**Clock distribution**

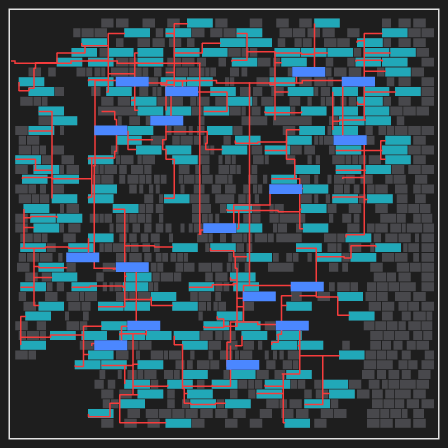
**Metal 3**

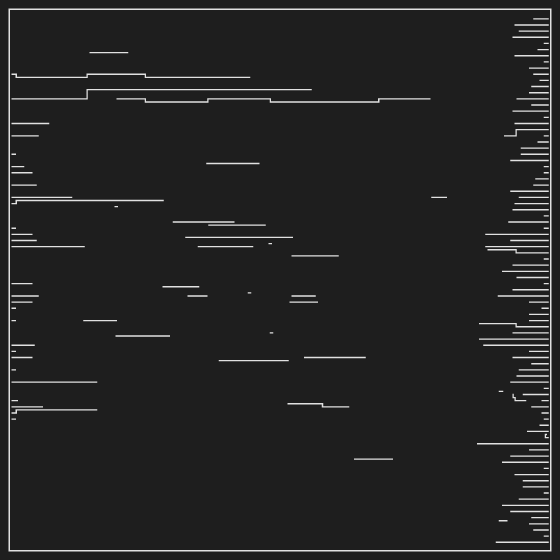
**Routed metal per tile**

The die is cut into 24 by 24 equal tiles; dark blue is low, red is high, scaled to the fullest tile. Values are wire area over tile area, all layers added.
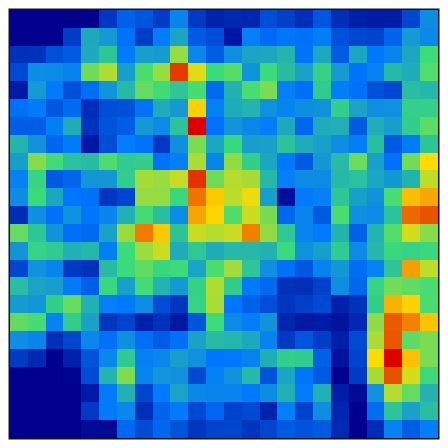
**Cell outlines without signal wires**

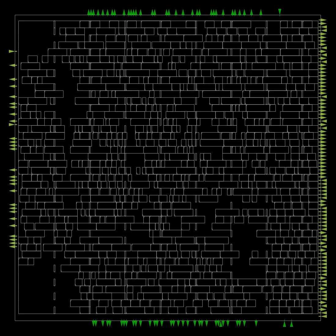
**Sizing map**

The bar under the picture is 20 um long.
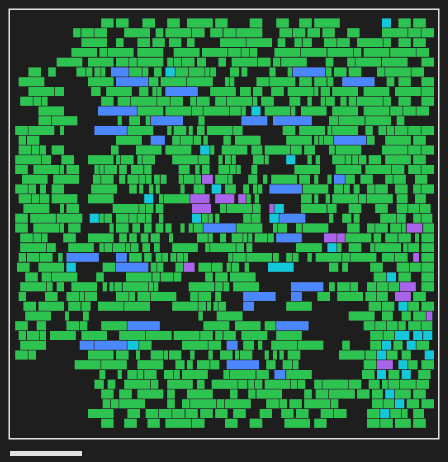
$ cat config.mk
export PLATFORM = sky130hd
export DESIGN_NAME = pipeline_ctrl
export DESIGN_NICKNAME = d
export VERILOG_FILES = /design/src/rtl/pipeline_ctrl.sv
export SDC_FILE = /design/constraint.sdc
export NUM_CORES = 1
export LEC_CHECK = 0
export ABC_CLOCK_PERIOD_IN_PS = 3100
export CORE_UTILIZATION = 45
export DETAILED_ROUTE_END_ITERATION = 16
export GPL_ROUTABILITY_DRIVEN = 0
export PLACE_DENSITY = 0.77
export REMOVE_ABC_BUFFERS = 1
export SLEW_MARGIN = 10
export SYNTH_ARGS = -nofsm -noshare
export SYNTH_HDL_FRONTEND = slang
export SYNTH_SLANG_ARGS = --single-unit
$ cat constraint.sdc
create_clock -name clk -period 3.1 [get_ports clk]
set_input_delay 0.62 -clock clk [delete_from_list [all_inputs] [get_ports clk]]
set_output_delay 0.62 -clock clk [all_outputs]
set_load 0.01 [all_outputs]
$ cat src/rtl/pipeline_ctrl.sv
// -----------------------------------------------------------------------------
// pipeline_ctrl
//
// Stage sequencer for the 4-stage integer pipeline (I fetch/decode, X execute,
// M memory, R retire). Tracks a valid bit and a sequence ID per stage, stalls
// on load-use hazards, flushes wrong-path work on PC redirects and produces the
// X-stage operand forwarding selects. The inst_v_* and c* outputs feed the
// pipeline trace logger directly.
//
// Ports
//   clk                     clock, all state updates on the rising edge
//   reset                   synchronous, active-low
//   fetch_valid             instruction memory presents an instruction
//   i_rs1/i_rs2, i_use1/2   sources of the I instruction and whether read
//   x_rs1/x_rs2             sources of the X instruction
//   x_rd, x_we, x_is_load   destination / write enable / load flag of X
//   pcv                     X instruction redirects the PC
//   m_rd, m_we              destination / write enable of M
//   r_rd, r_we              destination / write enable of R
//   inst_v_i/x/m/r          per-stage valid
//   ci/cx/cm/cr             per-stage sequence ID (don't-care when invalid)
//   stall                   hold PC and I register this cycle
//   flush                   kill the I instruction and the incoming fetch
//   fwd1/fwd2               X operand source: 0 regfile, 1 M, 2 R writeback
// -----------------------------------------------------------------------------
module pipeline_ctrl #(
    parameter int ID_W = 32
) (
    input  logic            clk,
    input  logic            reset,
    input  logic            fetch_valid,
    input  logic [4:0]      i_rs1,
    input  logic [4:0]      i_rs2,
    input  logic            i_use1,
    input  logic            i_use2,
    input  logic [4:0]      x_rs1,
    input  logic [4:0]      x_rs2,
    input  logic [4:0]      x_rd,
    input  logic            x_we,
    input  logic            x_is_load,
    input  logic            pcv,
    input  logic [4:0]      m_rd,
    input  logic            m_we,
    input  logic [4:0]      r_rd,
    input  logic            r_we,
    output logic            inst_v_i,
    output logic            inst_v_x,
    output logic            inst_v_m,
    output logic            inst_v_r,
    output logic [ID_W-1:0] ci,
    output logic [ID_W-1:0] cx,
    output logic [ID_W-1:0] cm,
    output logic [ID_W-1:0] cr,
    output logic            stall,
    output logic            flush,
    output logic [1:0]      fwd1,
    output logic [1:0]      fwd2
);

    localparam logic [1:0] FWD_RF = 2'd0;
    localparam logic [1:0] FWD_M  = 2'd1;
    localparam logic [1:0] FWD_R  = 2'd2;

    logic [ID_W-1:0] next_id;
    logic            load_use;
    logic            advance_i;
    logic            consume_id;
    logic            m_src_ok;
    logic            r_src_ok;

    // ------------------------------------------------------------------
    // Hazard detection. Flush wins over stall: the stalled consumer is on
    // the wrong path anyway once X redirects.
    // ------------------------------------------------------------------
    assign flush = inst_v_x & pcv;

    assign load_use = inst_v_i & inst_v_x & x_is_load & x_we & (x_rd != 5'd0)
                    & ((i_use1 & (i_rs1 == x_rd)) | (i_use2 & (i_rs2 == x_rd)));

    assign stall = load_use & ~flush;

    // I instruction moves on to X only when neither held nor killed.
    assign advance_i = inst_v_i & ~stall & ~flush;

    // A fetch consumes an ID whenever the PC is not held, even if the
    // fetched instruction is immediately killed by a flush.
    assign consume_id = fetch_valid & ~stall;

    // ------------------------------------------------------------------
    // I stage and ID allocator
    // ------------------------------------------------------------------
    always_ff @(posedge clk) begin
        if (!reset) begin
            inst_v_i <= 1'b0;
            ci       <= '0;
            next_id  <= '0;
        end else begin
            if (flush) begin
                inst_v_i <= 1'b0;
            end else if (!stall) begin
                inst_v_i <= fetch_valid;
                if (fetch_valid) begin
                    ci <= next_id;
                end
            end
            if (consume_id) begin
                next_id <= next_id + ID_W'(1);
            end
        end
    end

    // ------------------------------------------------------------------
    // X stage: a stall leaves a bubble behind the held I instruction.
    // ------------------------------------------------------------------
    always_ff @(posedge clk) begin
        if (!reset) begin
            inst_v_x <= 1'b0;
            cx       <= '0;
        end else begin
            inst_v_x <= advance_i;
            if (advance_i) begin
                cx <= ci;
            end
        end
    end

    // ------------------------------------------------------------------
    // M and R stages never stall.
    // ------------------------------------------------------------------
    always_ff @(posedge clk) begin
        if (!reset) begin
            inst_v_m <= 1'b0;
            inst_v_r <= 1'b0;
            cm       <= '0;
            cr       <= '0;
        end else begin
            inst_v_m <= inst_v_x;
            inst_v_r <= inst_v_m;
            cm       <= cx;
            cr       <= cm;
        end
    end

    // ------------------------------------------------------------------
    // Operand forwarding. M is the younger producer so it takes priority.
    // x0 is never forwarded since it always reads as zero from the regfile.
    // ------------------------------------------------------------------
    assign m_src_ok = inst_v_m & m_we & (m_rd != 5'd0);
    assign r_src_ok = inst_v_r & r_we & (r_rd != 5'd0);

    always_comb begin
        fwd1 = FWD_RF;
        if (m_src_ok && (m_rd == x_rs1)) begin
            fwd1 = FWD_M;
        end else if (r_src_ok && (r_rd == x_rs1)) begin
            fwd1 = FWD_R;
        end
    end

    always_comb begin
        fwd2 = FWD_RF;
        if (m_src_ok && (m_rd == x_rs2)) begin
            fwd2 = FWD_M;
        end else if (r_src_ok && (r_rd == x_rs2)) begin
            fwd2 = FWD_R;
        end
    end

endmodule

==> tab_implementation.tex <==
% Table of physical implementation metrics
\begin{tabular}{lr}
\hline
Metric & Value \\
\hline
\multicolumn{2}{l}{\textbf{STA}} \\
\quad Slew headroom & 0.486 \\
\quad Minimum clock period after layout & 3.04 ns \\
\quad Fmax & 329 MHz \\
\quad Maximum clock skew at final layout & 0.00650 ns \\
\quad Number of slew-limit violations in the final report & 0 \\
\quad Smallest setup slack after layout & 0.0610 ns \\
\quad Final tally of hold violations & 0 \\
\quad Number of failing setup endpoints in the final timing report & 0 \\
\multicolumn{2}{l}{\textbf{Logic synthesis}} \\
\quad Synthesized area & 0.00619 mm2 \\
\quad Yosys-reported design area after synthesis & 0.00619 mm2 \\
\quad Basic-gate share of the synthesized area counting and, or, nand and nor cells & 0.208 \\
\quad Portion of synthesized cell area occupied by the leading cell type & 0.531 \\
\quad Post-synth tally of flip-flops with integrated enable & 0 \\
\quad Multiplexer area fraction after synthesis & 0.0615 \\
\quad Largest combinational cell category by area & simple AND/OR/NAND/NOR gates \\
\quad Syn Inst Count & 634 \\
\quad Cell accounting for the most synthesized area & sky130\_fd\_sc\_hd\_\_dfxtp\_1 \\
\quad Post-synthesis share of cell area spent on and-or and or-and gates & 0.111 \\
\quad Post-synthesis cell type with the largest instance count & sky130\_fd\_sc\_hd\_\_dfxtp\_1 \\
\quad Proportion of register bits with asynchronous set or reset after synthesis & 0 \\
\quad Post-synthesis cell count from yosys & 634 \\
\quad Flip-flop and latch count after synthesis & 164 \\
\multicolumn{2}{l}{\textbf{GRT}} \\
\quad Vias in the first global route & 5057 \\
\quad Overflow left after global routing & 0 \\
\quad Maximum number of pins on one net before global-route repair & 80 \\
\quad First-pass GRT wire length & 25100 um \\
\multicolumn{2}{l}{\textbf{Worst setup path}} \\
\quad Maximum fanout count along the critical path & 2 \\
\quad Bufs and invs on worst path & 2 \\
\quad Cell type with the highest occurrence count on the critical path & sky130\_fd\_sc\_hd\_\_or4\_1 \\
\quad Required time reported for the critical path endpoint & 2.48 ns \\
\quad Reg-to-reg critical path startpoint & next\_id[11] \\
\quad Last element of the critical path & fwd1[1] \\
\quad Worst R2R Setup Slack & 0.77 ns \\
\quad Critical path's top delay family & simple AND/OR/NAND/NOR gates \\
\quad Worst Reg2Reg Path Length in Cells & 5 \\
\quad Largest stage delay on the critical path & 0.54 ns \\
\quad Type of element launching the critical path & primary input \\
\quad Endpoint of the most critical register-to-register path & next\_id[31] \\
\multicolumn{2}{l}{\textbf{Layout}} \\
\quad Proportion of layout cells with a drive suffix above 1 & 0.0912 \\
\quad Most frequent logic cells in the routed design & sky130\_fd\_sc\_hd\_\_clkdlybuf4s50\_1, sky130\_fd\_sc\_hd\_\_dfxtp\_1, sky130\_fd\_sc\_hd\_\_nand2\_1, sky130\_fd\_sc\_hd\_\_and2\_1, sky130\_fd\_sc\_hd\_\_mux2i\_1 \\
\quad Post-layout instance count excluding filler cells & 1009 \\
\quad Total Nets Final & 866 \\
\multicolumn{2}{l}{\textbf{Die}} \\
\quad Floorplan utilization & 0.463 \\
\quad Number of placement rows & 42 \\
\quad Top-level port count & 183 \\
\quad Chip Height & 119 um \\
\multicolumn{2}{l}{\textbf{Place}} \\
\quad Placed Instances & 974 \\
\quad Port Buf Inserts & 182 \\
\quad Post-DP HPWL & 11000 um \\
\multicolumn{2}{l}{\textbf{Clock network}} \\
\quad Root buffer selected by CTS & sky130\_fd\_sc\_hd\_\_clkbuf\_16 \\
\quad Number of buffers added for setup after CTS & 2 \\
\quad TritonCTS clock tree & done \\
\quad Post-cts gate resize count & 14 \\
\quad CTS HTree Levels & 4 \\
\quad Clock transition at the register clock pins on the worst setup and hold paths after CTS & 0.06 ns \\
\quad Number of buffers added by the clock tree synthesis step & 17 \\
\quad Worst-case clock buffer depth & 2 \\
\multicolumn{2}{l}{\textbf{Routing}} \\
\quad Detail-routed via count per cell & 5.16 \\
\quad Via count & 5211 \\
\quad Initial DRC count & 218 \\
\quad Post-detailed-route DRC marker count & 0 \\
\quad Count of TritonRoute iterations in the first routing pass & 4 \\
\multicolumn{2}{l}{\textbf{Pwr}} \\
\quad Leakage & 3.32 nW \\
\quad Total power & 0.00448 W \\
\multicolumn{2}{l}{\textbf{Status}} \\
\quad Run status & finished clean \\
\multicolumn{2}{l}{\textbf{Min path}} \\
\quad Hold Crit Class & flop to flop \\
\multicolumn{2}{l}{\textbf{Run}} \\
\quad Max-cap violation count & 0 \\
\hline
\end{tabular}
Back to the opening pictures, 'clock distribution':
clock wires -> red  # length 1770 um
flip-flops -> cyan  # count 164
clock-net drivers -> blue  # count 17
routed clock nets = 18
flops lie = all over the die
Clock net power: 0.00212 W
Clock Latency Late Sink: 0.42 ns

Back to the opening pictures, 'metal 3':
wire length on this layer = 1050 um
main direction = horizontal
longest straight run = 49.5 um
share of all routed wire = 6.7%

Back to the opening pictures, 'routed metal per tile':
emptiest ninth of the die = bottom left
tiles over half the peak = 18%
densest ninth of the die = middle
nearly empty tiles = 4.9%
mean over tiles = 0.18
sum of routed wire length over all layers: 15800 um
detailed-route wire length per cell: 15.6 um

Back to the opening pictures, 'cell outlines without signal wires':
tap cell count: 176
final standard cell utilization of the core: 0.669
count of flip-flops and latches: 164
fill count: 1051

Back to the opening pictures, 'sizing map':
x6 and larger -> blue  # cells 31
x3 and x4 -> cyan  # cells 30
x2 -> purple  # cells 15
x1 and smaller -> green  # cells 757

==> registers in the layout, indices dropped and copies added (netlist names) <==
name and flops:
cm 32, next_id 32, inst_v_m 1, ci 32
inst_v_i 1, inst_v_r 1, cr 32, inst_v_x 1
cx 32
==> stage by stage <==
| stage | util | hold WS, ns | area, um2 |
|---|---|---|---|
| finish | 0.669 | 0.457 | 8920 |
| global route | 0.669 | 0.475 | 8920 |
| CTS | 0.667 | 0.461 | 8900 |
| detailed placement | 0.620 | 0.445 | 8270 |
| global placement | 0.620 | 0.439 | 8270 |
| floorplan | - | 0.451 | 6010 |
==> cells by family after synthesis <==
logic type,after synthesis
adders and majority gates,1
DFF,164
AOI/OAI and AO/OA,98
buffers and inverters,48
xor gates and xnor gates,39
and+or+nand+nor,246
muxes,38
==> power by group <==
part	total [W]	internal, W	switching (W)	leakage [nW]
registers	0.00212	0.00211	0.00000621	1.32
clock network	0.00212	0.00123	0.000888	0.289
logic	0.000238	0.000115	0.000123	1.71
==> area by class of cell <==
class	instances	area (um2)	area share
sequential	164	3280	0.368
clock inverter	14	166	0.0186
multi-input combinational	422	2740	0.307
inverter	7	26.3	0.00294
clock buffer	18	439	0.0492
tap	176	220	0.0247
timing repair buffer	208	2050	0.230
==> layer usage <==
layer / GRT usage / routed length, um
met5: 0 / 0
met1: 0.261 / 6520
met4: 0.0680 / 180
met2: 0.392 / 8010
met3: 0.0632 / 1050
==> worst min path at each step <==
stage,from,endpoint,cells past startpoint,slack (ns)
floorplan,next_id[31],ci[31],2,0.45
global placement,cm[4],cr[4],1,0.44
detailed placement,cm[4],cr[4],1,0.45
CTS,cm[4],cr[4],1,0.46
global route,cm[1],cr[1],1,0.48
finish,cm[4],cr[4],1,0.46
Power is estimated from default activity; no workload was simulated.
